<file path="src/rtl/pipelined_cla_adder.sv">
// pipelined_cla_adder: sliced carry-lookahead adder/subtractor, one slice per stage, valid/ready handshake
module pipelined_cla_adder #(
  parameter int WIDTH = 32,
  parameter int PIPE  = 2,
  parameter int GROUP = 4
) (
  input  logic             clk,
  input  logic             rst,
  input  logic             in_valid,
  output logic             in_ready,
  input  logic [WIDTH-1:0] a,
  input  logic [WIDTH-1:0] b,
  input  logic             cin,
  input  logic             sub,
  output logic             out_valid,
  input  logic             out_ready,
  output logic [WIDTH-1:0] sum,
  output logic             cout,
  output logic             ovf,
  output logic             zero
);
  localparam int SW = WIDTH / PIPE;
  localparam int NG = SW / GROUP;
  logic [WIDTH-1:0] a_q [PIPE];
  logic [WIDTH-1:0] b_q [PIPE];
  logic [WIDTH-1:0] s_q [PIPE];
  logic [PIPE-1:0]  v_q, c_q;
  logic             ovf_q, zero_q;
  logic [WIDTH-1:0] a_d [PIPE];
  logic [WIDTH-1:0] b_d [PIPE];
  logic [WIDTH-1:0] s_d [PIPE];
  logic [SW+1:0]    r_w [PIPE];
  logic [PIPE-1:0]  v_d, ci_w;
  logic             en;

  // returns {carry into slice MSB, carry out, sum}; bit carries are lookahead within each group,
  // groups chain through their group generate/propagate
  function automatic logic [SW+1:0] slice_add(input logic [SW-1:0] x, input logic [SW-1:0] y,
                                              input logic ci);
    logic [SW-1:0] p, g;
    logic [SW:0]   c;
    logic          gg, gp;
    p = x ^ y;
    g = x & y;
    c = '0;
    c[0] = ci;
    for (int j = 0; j < NG; j++) begin
      gg = 1'b0;
      gp = 1'b1;
      for (int i = 0; i < GROUP; i++) begin
        gg = g[j*GROUP+i] | (p[j*GROUP+i] & gg);
        gp = gp & p[j*GROUP+i];
        c[j*GROUP+i+1] = gg | (gp & c[j*GROUP]);
      end
    end
    return {c[SW-1], c[SW], p ^ c[SW-1:0]};
  endfunction

  assign en        = !v_q[PIPE-1] || out_ready;
  assign in_ready  = en;
  assign out_valid = v_q[PIPE-1];
  assign sum       = s_q[PIPE-1];
  assign cout      = c_q[PIPE-1];
  assign ovf       = ovf_q;
  assign zero      = zero_q;

  // each stage adds its own slice using the carry handed over by the previous stage
  always_comb begin
    for (int k = 0; k < PIPE; k++) begin
      a_d[k]  = k == 0 ? a : a_q[k == 0 ? 0 : k-1];
      b_d[k]  = k == 0 ? (sub ? ~b : b) : b_q[k == 0 ? 0 : k-1];
      ci_w[k] = k == 0 ? (sub | cin) : c_q[k == 0 ? 0 : k-1];
      v_d[k]  = k == 0 ? in_valid : v_q[k == 0 ? 0 : k-1];
      s_d[k]  = k == 0 ? '0 : s_q[k == 0 ? 0 : k-1];
      r_w[k]  = slice_add(a_d[k][k*SW +: SW], b_d[k][k*SW +: SW], ci_w[k]);
      s_d[k][k*SW +: SW] = r_w[k][SW-1:0];
    end
  end

  // whole pipe advances together only when the output slot is free or being consumed
  always_ff @(posedge clk) begin
    if (rst) begin
      v_q    <= '0;
      c_q    <= '0;
      ovf_q  <= 1'b0;
      zero_q <= 1'b0;
      for (int k = 0; k < PIPE; k++) s_q[k] <= '0;
    end else if (en) begin
      v_q    <= v_d;
      ovf_q  <= r_w[PIPE-1][SW+1] ^ r_w[PIPE-1][SW];
      zero_q <= ~|s_d[PIPE-1];
      for (int k = 0; k < PIPE; k++) begin
        a_q[k] <= a_d[k];
        b_q[k] <= b_d[k];
        s_q[k] <= s_d[k];
        c_q[k] <= r_w[k][SW];
      end
    end
  end
endmodule

</file>
<file path="config.mk">
export PLATFORM = sky130hd
export DESIGN_NAME = pipelined_cla_adder
export DESIGN_NICKNAME = d
export VERILOG_FILES = /design/src/rtl/pipelined_cla_adder.sv
export SDC_FILE = /design/constraint.sdc
export NUM_CORES = 1
export LEC_CHECK = 0
export ABC_AREA = 0
export CELL_PAD_IN_SITES_DETAIL_PLACEMENT = 0
export CELL_PAD_IN_SITES_GLOBAL_PLACEMENT = 1
export CORE_UTILIZATION = 43
export CTS_BUF_LIST = sky130_fd_sc_hd__clkbuf_16
export DETAILED_ROUTE_END_ITERATION = 8
export PLACE_DENSITY = 0.95
export RECOVER_POWER = 50
export SYNTH_ARGS = -nofsm -noshare
export SYNTH_HDL_FRONTEND = slang
export SYNTH_SLANG_ARGS = --single-unit
</file>
<file path="constraint.sdc">
create_clock -name clk -period 6.2 [get_ports clk]
set_clock_uncertainty 0.15 [all_clocks]
set_input_delay 0.93 -clock clk [delete_from_list [all_inputs] [get_ports clk]]
set_output_delay 0.93 -clock clk [all_outputs]
set_load 0.02 [all_outputs]
</file>
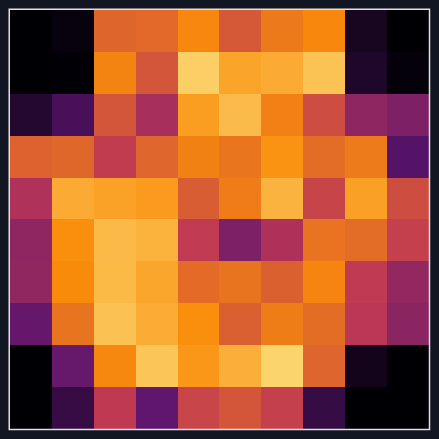
(run_1/density.png)
Drawn at 4 px/um. The die is cut into 10 by 10 equal tiles; black is low, pale yellow is high, 0 to 100% covered.
fullest tile: 91%
mean over tiles: 53%
nearly empty tiles: 10%

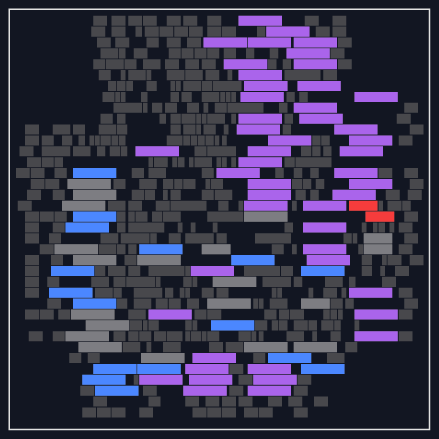
(run_1/registers.png)
Drawn at 4 px/um. Other sequential cells in the stronger gray, the rest of the logic in the fainter gray.
[blue] a_q | flops: 16
[purple] s_q | flops: 48
[red] v_q | flops: 2

==> metrics.cfg, run 1 <==
[synthesis]
top_area_share_pct=52.98
async_flop_share_pct=0
ys_sh_mux_pct=0.2208
floorplan.nets=465
synth.area.top_cells=edfxtp_1, ha_1, xor2_1, fa_1, nor2_1
ys_cells=355
common_cells=edfxtp_1, xor2_1, nor2_1, ha_1, and2_1
flop_cell=edfxtp_1
ys_chip_area_sq_um=4534
yosysWarnings=0
avgSynthCellArea_sq_um=12.77
synth_cells=355
top_cell=edfxtp_1
seq_area_frac_synth_pct=55.63
top_area_cell=edfxtp_1
synth-xor-area-share_pct=9.851

[die]
fp.dieW_um=104.7
core.rowCount=37
fp-utilization_pct=44.12
dieHeight_um=104.7
nWellTaps=136
coreArea_sq_um=10280

[global_route]
grt_use_met3_pct=3.306
use_met2_pct=28.15
track_usage_pct=16.58

[power_and_ir_drop]
p_total_mw=1.645
clock_net_power_uw=502
intPower_mw=1.186
seq_power_share_pct=45.1
p_leak_nw=2.528
ir_worst_vdd_mv=0.1556
comb_cell_power_uw=402

[finish]
comb_cells=244
sh_comb_area_pct=31.82
top_register=s_q
final-comb-area_sq_um=1918
fillers=867
clock_area_share_pct=4.671
n_antenna_cell=0
largest_register_ffs=48
syn2layout_area_growth_pct=32.92
drive_above_1_share_pct=5.945
n_all_inverters=16
postLayoutCoreUtil_pct=58.64
instances_no_fill=607

[route]
vias=3029
dr_wl_met2_um=4311
ant_nets=0
via_per_inst=4.990
drt-pass1-iter-count=6

[timing]
finalCritPeriodShare_pct=69.33
rsz0062_at_grt=no
slew_headroom_pct=-48.77
fin_tns_setup_ns=0
setup_viol=0
max_freq_ghz=0.2326
drv_slew=50
worst_pin_slew_ns=2.232
whs_ns=0.3239

[worst_hold_path]
hold_class=reg2reg
whs_path_depth=2

[cts]
tritoncts=done
ctsHoldBuffers=0
numCtsBuffers=9
cts_sinks=86

[place]
placement.cell_area_sq_um=5752
pre_cts_slack_ns=1.594
dp.cells=591
io_buffer_count=106
post-dp-hpwl_um=6803

[critical_path]
start_kind=input pin
critPathKind=in2reg
crit_buf_inv=1
cp.required_ns=6.08

[flow_run]
warnings=26
drv_cap=1

[run_status]
outcome=finished, violations left
violations=capacitance limit, slew limit

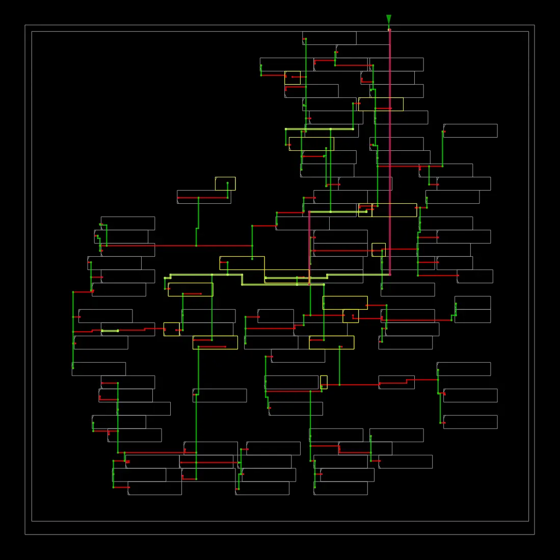
(run_1/final_clocks.png)
Latency at later pin: 0.33 ns
flip-flops: 86
layout clock buffer count: 9

==> run 1: cells in the final DEF (no fill, tap or decap), drive strengths merged, types with 9 or more instances in the layout <==
| cell type | synthesis | final |
|---|---|---|
| a21o | 10 | 10 |
| a21oi | 11 | 11 |
| and2 | 19 | 19 |
| clkbuf | 8 | 10 |
| clkdlybuf4s50 | 0 | 52 |
| dlygate4sd3 | 0 | 53 |
| edfxtp | 80 | 80 |
| ha | 32 | 32 |
| inv | 16 | 20 |
| nor2 | 39 | 39 |
| xnor2 | 9 | 9 |
| xor2 | 42 | 42 |
==> run 1: path summary, 6_finish.rpt <==
check                           slack [ns]          to        from
worst max register to register        2.44        zero  a_q[0][17]
worst min-delay path                  0.32      v_q[0]      v_q[0]
worst max-delay path                  1.90  s_q[0][13]         sub
worst min register to register        0.32      v_q[0]      v_q[0]
==> run 2, diff against run 1 <==
--- a/config.mk
+++ b/config.mk
@@ -8,10 +8,10 @@
 export ABC_AREA = 0
 export CELL_PAD_IN_SITES_DETAIL_PLACEMENT = 0
 export CELL_PAD_IN_SITES_GLOBAL_PLACEMENT = 1
-export CORE_UTILIZATION = 43
+export CORE_UTILIZATION = 40
 export CTS_BUF_LIST = sky130_fd_sc_hd__clkbuf_16
 export DETAILED_ROUTE_END_ITERATION = 8
-export PLACE_DENSITY = 0.95
+export PLACE_DENSITY = 0.9
 export RECOVER_POWER = 50
 export SYNTH_ARGS = -nofsm -noshare
 export SYNTH_HDL_FRONTEND = slang
==> constraint.sdc (replaced) <==
create_clock -name clk -period 4 [get_ports clk]
set_clock_uncertainty 0.15 [all_clocks]
set_input_delay 0.6 -clock clk [delete_from_list [all_inputs] [get_ports clk]]
set_output_delay 0.6 -clock clk [all_outputs]
set_load 0.02 [all_outputs]
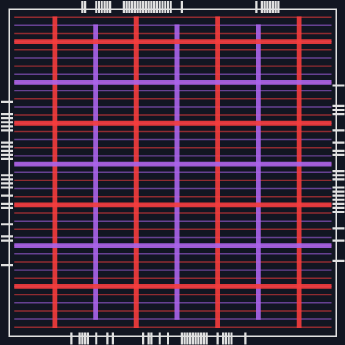
(run_2/pdn.png)
Drawn at 3 px/um. Pins as bars on the die edge.
[red] VSS
[purple] VDD
signal pins: 107
rows: 38
met1 rails: 39
met4 straps: 7
met5 straps: 7

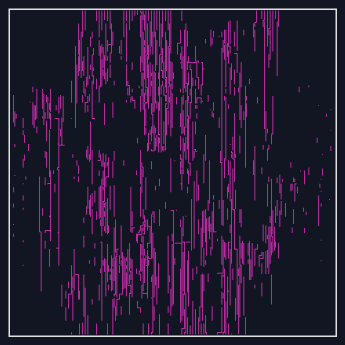
(run_2/met2.png)
Drawn at 3 px/um.
share of all routed wire: 50%
wire length on this layer: 4420 um

==> metrics.cfg, run 2 <==
[finish]
comb_cells=244  ; unchanged
dominant_cells=registers  ; unchanged
clkbuf_count=9  ; unchanged
sh_comb_area_pct=31.65  ; was 31.82%
drive_above_1_share_pct=5.895  ; was 5.945%
layout_top_cells=edfxtp_1, dlygate4sd3_1, clkdlybuf4s50_1  ; unchanged
n_all_inverters=16  ; unchanged
n_antenna_cell=0  ; unchanged
final-comb-area_sq_um=1918  ; unchanged
layout.cells.most_common=edfxtp_1  ; unchanged
instances_no_fill=615  ; was 607
syn2layout_area_growth_pct=33.64  ; was 32.92%
top_register=s_q  ; unchanged
ff_count=86  ; unchanged
clock_area_share_pct=4.728  ; was 4.671%
largest_register_ffs=48  ; unchanged
fillers=943  ; was 867
flop_area_sq_um=2522  ; unchanged

[timing]
rsz0062_at_grt=no  ; unchanged
max_freq_ghz=0.2729
fin_tns_setup_ns=0  ; unchanged
setup_viol=0  ; unchanged
slew_headroom_pct=12.30  ; was -48.77%
finalCritPeriodShare_pct=91.61
drv_slew=0  ; was 50
worst_pin_slew_ns=1.315  ; was 2.232 ns

[critical_path]
critPathKind=reg2reg  ; was in2reg
crit_cells=14  ; unchanged
start_kind=flop  ; was input pin
ff2ff_setup_slack_ns=0.34  ; was 2.44 ns
crit_start=a_q[0][18]  ; was sub
crit_buf_inv=0  ; was 1
r2r-start=a_q[0][18]  ; was a_q[0][17]
rr_worst_depth=14  ; unchanged
cp.required_ns=4.10  ; was 6.08 ns
worstReg2RegEnd=zero  ; unchanged
crit_end=zero  ; was s_q[0][13]

[synthesis]
simple_gate_share_pct=12.06  ; unchanged
async_flop_share_pct=0  ; unchanged
ys_chip_area_sq_um=4534  ; unchanged
yosysWarnings=0  ; unchanged
common_cells=edfxtp_1, xor2_1, nor2_1, ha_1, and2_1  ; unchanged
synth_cells=355  ; unchanged
avgSynthCellArea_sq_um=12.77  ; unchanged
ys_cells=355  ; unchanged
top_cell=edfxtp_1  ; unchanged
top_area_cell=edfxtp_1  ; unchanged
floorplan.nets=465  ; unchanged
seq_area_frac_synth_pct=55.63  ; unchanged
flop_cell=edfxtp_1  ; unchanged
synth-xor-area-share_pct=9.851  ; unchanged
ys_sh_mux_pct=0.2208  ; unchanged
synth.area.top_cells=edfxtp_1, ha_1, xor2_1, fa_1, nor2_1  ; unchanged
top_area_share_pct=52.98  ; unchanged

[place]
io_buffer_count=106  ; unchanged
placement.cell_area_sq_um=5787  ; was 5752 sq um
pre_cts_slack_ns=0.06097  ; was 1.594 ns
dp.cells=599  ; was 591
post-dp-hpwl_um=6922  ; was 6803 um

[die]
coreArea_sq_um=10940  ; was 10280 sq um
fp-utilization_pct=41.46  ; was 44.12%
dieHeight_um=108.5  ; was 104.7 um
core.rowCount=38  ; was 37
chipArea_sq_um=11770  ; was 10960 sq um
nWellTaps=140  ; was 136
fp.dieW_um=108.5  ; was 104.7 um

[route]
route.detailed.drc=0  ; unchanged
drt-pass1-iter-count=4  ; was 6
via_per_inst=4.927  ; was 4.990
ant_nets=0  ; unchanged

[cts]
numCtsBuffers=9  ; unchanged
path_clk_slew_ns=0.06  ; was 0.07 ns
insertion_delay_ns=0.33  ; about the same
cts_sinks=86  ; unchanged
tritoncts=done  ; unchanged

[worst_hold_path]
hold_class=reg2reg  ; unchanged
min_delay_worst_endpoint=v_q[0]  ; unchanged
whs_path_depth=2  ; unchanged
min-delay-start=v_q[0]  ; unchanged

[power_and_ir_drop]
p_total_mw=2.569  ; was 1.645 mW
ir_worst_vdd_mv=0.1891  ; was 0.1556 mV
p_leak_nw=2.547  ; was 2.528 nW

[flow_run]
drv_cap=0  ; was 1
warnings=26  ; unchanged

[global_route]
antenna_found_initial=0  ; unchanged
track_usage_pct=15.78  ; was 16.58%
grt_start_max_net_pins=39  ; was 50

[run_status]
outcome=finished clean  ; was finished, violations left

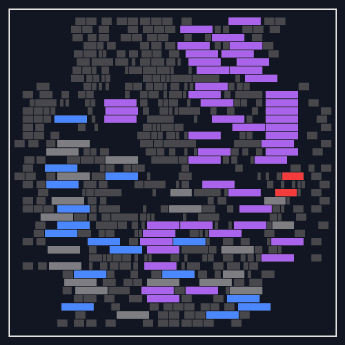
(run_2/registers.png)
Drawn at 3 px/um. Other sequential cells in the stronger gray, the rest of the logic in the fainter gray.
[red] v_q | flops: 2
[purple] s_q | flops: 48
[blue] a_q | flops: 16
not colored: 20

## run 2: power by group
part	switching, mW	total [mW]	internal [mW]
combinational	0.326	0.625	0.299
clock	0.317	0.793	0.475
sequential	0.0377	1.15	1.11
## run 2: per-stage QoR
| step | hold WS, ns | utilization, % |
|---|---|---|
| floorplan | 0.2762 | - |
| global placement | 0.2908 | 52.92 |
| detailed placement | 0.3026 | 52.92 |
| CTS | 0.3117 | 55.54 |
| global route | 0.3581 | 55.41 |
| finish | 0.3106 | 55.41 |
## run 2: layer usage
metal	global-route usage [%]	up-vias	share of wire (%)
met5	0	-	0
met4	6.274	0	1.7
met3	2.411	12	4.5
met2	27.49	76	50
met1	19.55	1426	43
li1	-	1516	-
## run 2: worst min-delay path: stages (launching register included)
cell and delay [ns]:
dfxtp_1 0.31, nand2_1 0.05, a21oi_1 0.05
Power and IR drop assume default switching activity.
